File: config.mk
export PLATFORM = sky130hd
export DESIGN_NAME = tm1638_byte_engine
export DESIGN_NICKNAME = d
export VERILOG_FILES = /design/src/rtl/tm1638_byte_engine.sv
export SDC_FILE = /design/constraint.sdc
export NUM_CORES = 1
export LEC_CHECK = 0
export CORE_MARGIN = 1
export CORE_UTILIZATION = 56
export CTS_BUF_LIST = sky130_fd_sc_hd__clkbuf_16
export DETAILED_ROUTE_END_ITERATION = 10
export PLACE_DENSITY = 0.92
export SETUP_SLACK_MARGIN = 0.1
export SLEW_MARGIN = 20
export SYNTH_ARGS = -nofsm -noshare
export SYNTH_HDL_FRONTEND = slang
export SYNTH_SLANG_ARGS = --single-unit
File: constraint.sdc
create_clock -name clk -period 3.13 [get_ports clk]
set_input_delay 0.626 -clock clk [delete_from_list [all_inputs] [get_ports clk]]
set_output_delay 0.626 -clock clk [all_outputs]
set_load 0.02 [all_outputs]
File: src/rtl/tm1638_byte_engine.sv
// Bit-serial byte engine for a TM1638 board: shifts one byte LSB-first out on DIO or in from DIO under SCLK.
// Optional macro TM_BYTE_DONE_EN adds a one-clk done pulse when a complete byte finishes.
module tm1638_byte_engine #(
  parameter int CLK_DIV = 50
) (
  input  logic       clk,
  input  logic       rst,
  input  logic       data_latch,
  input  logic       rw,
  input  logic [7:0] data_in,
  output logic [7:0] data_out,
  output logic       busy,
  output logic       sclk,
  input  logic       dio_in,
  output logic       dio_out,
`ifdef TM_BYTE_DONE_EN
  output logic       done,
`endif
  output logic [1:0] state_dbg
);

  localparam int DW = $clog2(CLK_DIV);
  localparam logic [DW-1:0] DIV_LAST = DW'(CLK_DIV - 1);

  typedef enum logic [1:0] {IDLE, LO, HI} state_t;

  state_t        state, state_nx;
  logic [DW-1:0] div_cnt, div_nx;
  logic [2:0]    bit_cnt, bit_nx;
  logic [7:0]    shift, shift_nx;
  logic          mode, mode_nx;
  logic [7:0]    data_out_nx;
  logic          done_nx;
  logic          done_q;

  // Handshake: data_latch is a single-cycle request accepted unconditionally;
  // busy is high from the next clk until the byte completes or is aborted by a new latch.
  always_comb begin
    state_nx    = state;
    div_nx      = div_cnt;
    bit_nx      = bit_cnt;
    shift_nx    = shift;
    mode_nx     = mode;
    data_out_nx = data_out;
    done_nx     = 1'b0;
    if (data_latch) begin
      state_nx = LO;
      shift_nx = data_in;
      mode_nx  = rw;
      bit_nx   = 3'd0;
      div_nx   = '0;
    end else begin
      case (state)
        IDLE: ;
        LO: begin
          if (div_cnt == DIV_LAST) begin
            state_nx = HI;
            div_nx   = '0;
          end else begin
            div_nx = div_cnt + DW'(1);
          end
        end
        HI: begin
          // Read bits are taken on the sclk rising edge and enter from the top.
          if (!mode && div_cnt == '0) shift_nx = {dio_in, shift[7:1]};
          if (div_cnt == DIV_LAST) begin
            div_nx = '0;
            if (bit_cnt == 3'd7) begin
              state_nx = IDLE;
              done_nx  = 1'b1;
              if (!mode) data_out_nx = shift;
            end else begin
              state_nx = LO;
              bit_nx   = bit_cnt + 3'd1;
              if (mode) shift_nx = {1'b0, shift[7:1]};
            end
          end else begin
            div_nx = div_cnt + DW'(1);
          end
        end
        default: state_nx = IDLE;
      endcase
    end
  end

  always_ff @(posedge clk) begin
    if (rst) begin
      state    <= IDLE;
      div_cnt  <= '0;
      bit_cnt  <= 3'd0;
      shift    <= 8'h00;
      mode     <= 1'b0;
      data_out <= 8'h00;
      done_q   <= 1'b0;
    end else begin
      state    <= state_nx;
      div_cnt  <= div_nx;
      bit_cnt  <= bit_nx;
      shift    <= shift_nx;
      mode     <= mode_nx;
      data_out <= data_out_nx;
      done_q   <= done_nx;
    end
  end

  assign busy      = (state != IDLE);
  assign sclk      = (state != LO);
  assign dio_out   = (state != IDLE && mode) ? shift[0] : 1'b1;
  assign state_dbg = state;

`ifdef TM_BYTE_DONE_EN
  assign done = done_q;
`else
  logic unused_done;
  assign unused_done = done_q;
`endif

endmodule
==> metrics.log, run 1 <==
[flow] final metrics
[metrics] result of the run: completed
[metrics] OpenROAD warning count: 30
[metrics] parity-gate share of the synthesized area counting xor and xnor cells: 2.857%
[metrics] most used cell along the critical path: sky130_fd_sc_hd__inv_1
[metrics] Clk pin slew, worst setup/hold paths: 0.07 ns
[metrics] startpoint types: register
[metrics] Comb pwr share: 10.9%
[metrics] number of fillers in the final layout: 169
[metrics] Seq/total area: 29.77%
[metrics] placement-stage cell area: 1778 um^2
[metrics] clock tree cell share of total cell area: 5.581%
[metrics] proportion of register bits with asynchronous set or reset after synthesis: 0%
[metrics] Die Outline Area: 2950 um^2
[metrics] Final Worst Setup Slack: 0.7554 ns
[metrics] number of setup violations in the final report: 0
[metrics] Fin Clk Skew: 0.003302 ns
[metrics] source of the worst hold timing path: data_out[1]
[metrics] worst reg2reg path startpoint: state_dbg[0]
[metrics] initial antenna violation count: 0
[metrics] per-instance average area after synthesis: 9.580 um^2
[metrics] number of maximum-capacitance constraint violations: 0
[metrics] sum of negative setup slack: 0 ns
[metrics] area growth from synthesis to layout: 22.86%
[metrics] cell area after synthesis: 1533 um^2
[metrics] Post-layout nets: 202
[metrics] flop and latch count out of synthesis: 28
[metrics] area of the synthesized netlist per yosys stat: 1533 um^2
[metrics] sequential element share of the synthesized area: 36.57%
[metrics] Placement Setup Slack: 0.7672 ns
[metrics] ranking of synthesized cells by area: sky130_fd_sc_hd__dfxtp_1 37%, sky130_fd_sc_hd__mux2i_1 8.5%, sky130_fd_sc_hd__ha_1 6.5%
[metrics] vias in the first global route: 1190
[metrics] Slowest cell on crit path: sky130_fd_sc_hd__clkdlybuf4s50_1
[metrics] Dominant Register Cell: sky130_fd_sc_hd__dfxtp_1
[metrics] # clk buffers: 3
[metrics] Main logic family: simple AND/OR/NAND/NOR gates
[metrics] critical path endpoint category: primary output
[run 1: registers in the layout, indices dropped and copies added (netlist names)]
register,flops
bit_cnt,3
data_out,8
div_cnt,6
mode,1
shift,8
state_dbg,2
[run 1: critical path, delay by kind of cell, from the launching register on]
family / cells / cell delay [ns]
DFF: 1 / 0.34
buffers and inverters: 3 / 0.78
and+or+nand+nor: 1 / 0.09
adders and majority gates: 1 / 0.26
[run 1: power by group through the flow]
| stage | sequential [mW] | combinational [mW] | clock, mW |
|---|---|---|---|
| after CTS | 0.374 | 0.0916 | 0.381 |
| after floorplan | 0.381 | 0.0581 | 0 |
| after global placement | 0.382 | 0.0855 | 0 |
| after global routing | 0.376 | 0.0981 | 0.398 |
| final | 0.375 | 0.0921 | 0.375 |
| after detailed placement | 0.382 | 0.0902 | 0 |
### The metal 3 layer, run 1

(6 px per um)
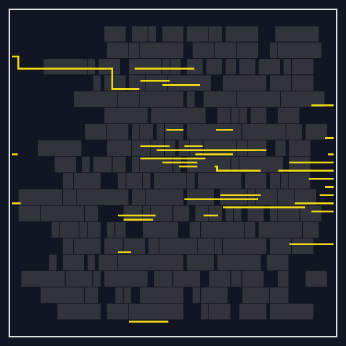
The longest straight run is 17.9 um. The layer carries 209 um of wire. 32 nets have wire on it.
DR vias: 1308
met3 GRT Util: 6.389%
sum of routed wire length over all layers: 3591 um

### Wiring heat map, run 1

(6 px per um) 11 x 11 tiles, from dark purple (low) to yellow (high), scaled to the fullest tile. Values are wire area over tile area, all layers added.
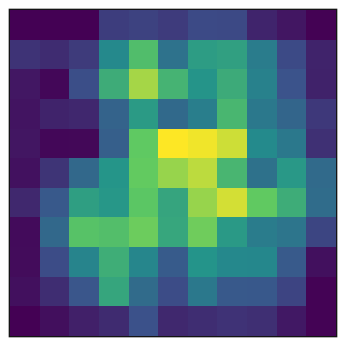
The emptiest ninth of the die: upper left. The densest ninth of the die: centre. The fullest tile reaches 0.55. The mean over all tiles is 0.19.
total routing usage reported by global routing: 27.06%
wire length per cell: 17.10 um

### Clock routing, run 1

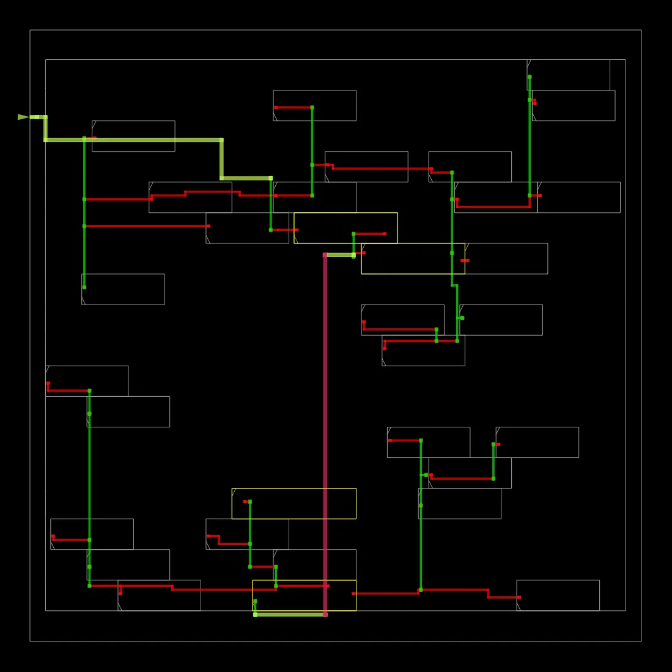
clock sinks: 28
clock distribution power: 0.375 mW
clock latency on the worst-skew pair: 0.26 ns
cts bufs inserted: 3

### Cells coloured by class, run 1

(8 px per um)
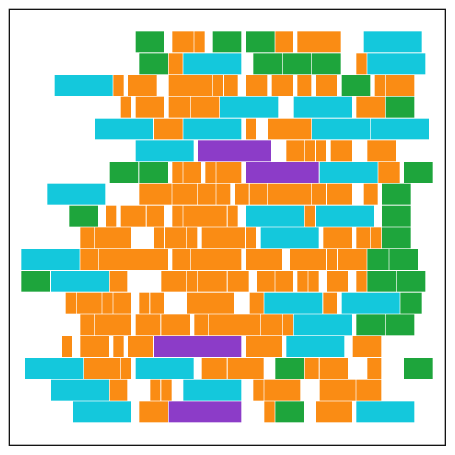

==> inputs of run 2 (changes only) <==
--- a/config.mk
+++ b/config.mk
@@ -6,10 +6,10 @@
 export NUM_CORES = 1
 export LEC_CHECK = 0
 export CORE_MARGIN = 1
-export CORE_UTILIZATION = 56
+export CORE_UTILIZATION = 47
 export CTS_BUF_LIST = sky130_fd_sc_hd__clkbuf_16
 export DETAILED_ROUTE_END_ITERATION = 10
-export PLACE_DENSITY = 0.92
+export PLACE_DENSITY = 0.83
 export SETUP_SLACK_MARGIN = 0.1
 export SLEW_MARGIN = 20
 export SYNTH_ARGS = -nofsm -noshare
==> constraint.sdc (replaced) <==
create_clock -name clk -period 2 [get_ports clk]
set_input_delay 0.4 -clock clk [delete_from_list [all_inputs] [get_ports clk]]
set_output_delay 0.4 -clock clk [all_outputs]
set_load 0.02 [all_outputs]
### Cells coloured by class, run 2

(8 px per um)
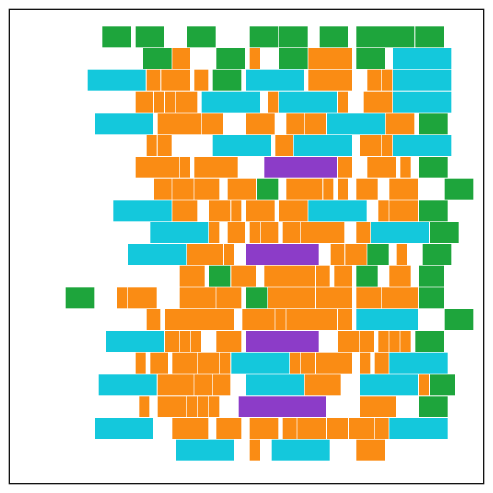
Cyan is flip-flops, cells 28, share of their area 30%. Green is other buffers and delay cells, cells 31, share of their area 16%. Orange is all other logic, cells 121, share of their area 49%. Purple is clock drivers and dummy loads, cells 4, share of their area 5.6%.

==> metrics.log, run 2 <==
[flow] final metrics
[metrics] worst reg2reg path startpoint: bit_cnt[0]
[metrics] cts bufs inserted: 3 (unchanged)
[metrics] area of the synthesized netlist per yosys stat: 1533 um^2 (unchanged)
[metrics] flop and latch count out of synthesis: 28 (unchanged)
[metrics] sum of negative setup slack: 0 ns (unchanged)
[metrics] proportion of register bits with asynchronous set or reset after synthesis: 0% (unchanged)
[metrics] Largest regs: data_out x8, shift x8, div_cnt x6
[metrics] Post-layout nets: 206 (+2.0%)
[metrics] vias in the first global route: 1317 (+11%)
[metrics] seq pwr: 0.586 mW (+56%)
[metrics] clock sinks: 28 (unchanged)
[metrics] cell area after synthesis: 1533 um^2 (unchanged)
[metrics] Slowest cell on crit path: sky130_fd_sc_hd__dfxtp_1
[metrics] Top delay family on crit path: buffers and inverters
[metrics] DR vias: 1313 (+0.38%)
[metrics] OpenROAD warning count: 31 (+3.3%)
[metrics] Fin Clk Skew: 0.004173 ns (+0.0008703 ns)
[metrics] most used cell along the critical path: sky130_fd_sc_hd__inv_1
[metrics] number of setup violations in the final report: 0 (unchanged)
[metrics] power of the combinational group: 0.145 mW (+57%)
[metrics] per-instance average area after synthesis: 9.580 um^2 (unchanged)
[metrics] Comb pwr share: 11.0% (about the same)
[metrics] source of the worst hold timing path: data_out[0]
[metrics] critical path endpoint category: primary output
[metrics] result of the run: completed
[metrics] Dominant Register Cell: sky130_fd_sc_hd__dfxtp_1
[metrics] number of fillers in the final layout: 261 (+54%)
[metrics] wire length per cell: 15.75 um (-7.9%)
[metrics] startpoint types: register
[metrics] total routing usage reported by global routing: 22.49% (-4.6 points)
[metrics] Placement Setup Slack: 0.1217 ns (-0.6455 ns)
[metrics] parity-gate share of the synthesized area counting xor and xnor cells: 2.857% (unchanged)
[metrics] number of buffer and inverter stages on the critical path: 3 (unchanged)
[metrics] Main logic family: simple AND/OR/NAND/NOR gates
[metrics] sequential element share of the synthesized area: 36.57% (unchanged)
[metrics] clock distribution power: 0.585 mW (+56%)
[run 2: cell types whose count changed in the layout (fill, tap and decap cells not counted), sizes merged]
cell / change
dlygate4sd2: +3
buf: +4
clkdlybuf4s50: -3
[run 2: worst reg2reg max path: stages, from the launching register on]
cell                       delay (ns)
sky130_fd_sc_hd__dfxtp_1         0.33
sky130_fd_sc_hd__ha_1            0.20
sky130_fd_sc_hd__ha_1            0.23
sky130_fd_sc_hd__nor3_4          0.25
sky130_fd_sc_hd__nand3_4         0.16
sky130_fd_sc_hd__and2_4          0.25
sky130_fd_sc_hd__o221ai_1        0.23
[run 2: worst paths after layout]
kind | endpoint | slack, ns | cells past startpoint
setup reg to reg | shift[3] | 0.24 | 6
hold reg to reg | data_out[0] | 0.50 | 2
hold / removal | data_out[0] | 0.50 | 2
setup / recovery | dio_out | 0.12 | 5
Power and IR drop assume default switching activity.
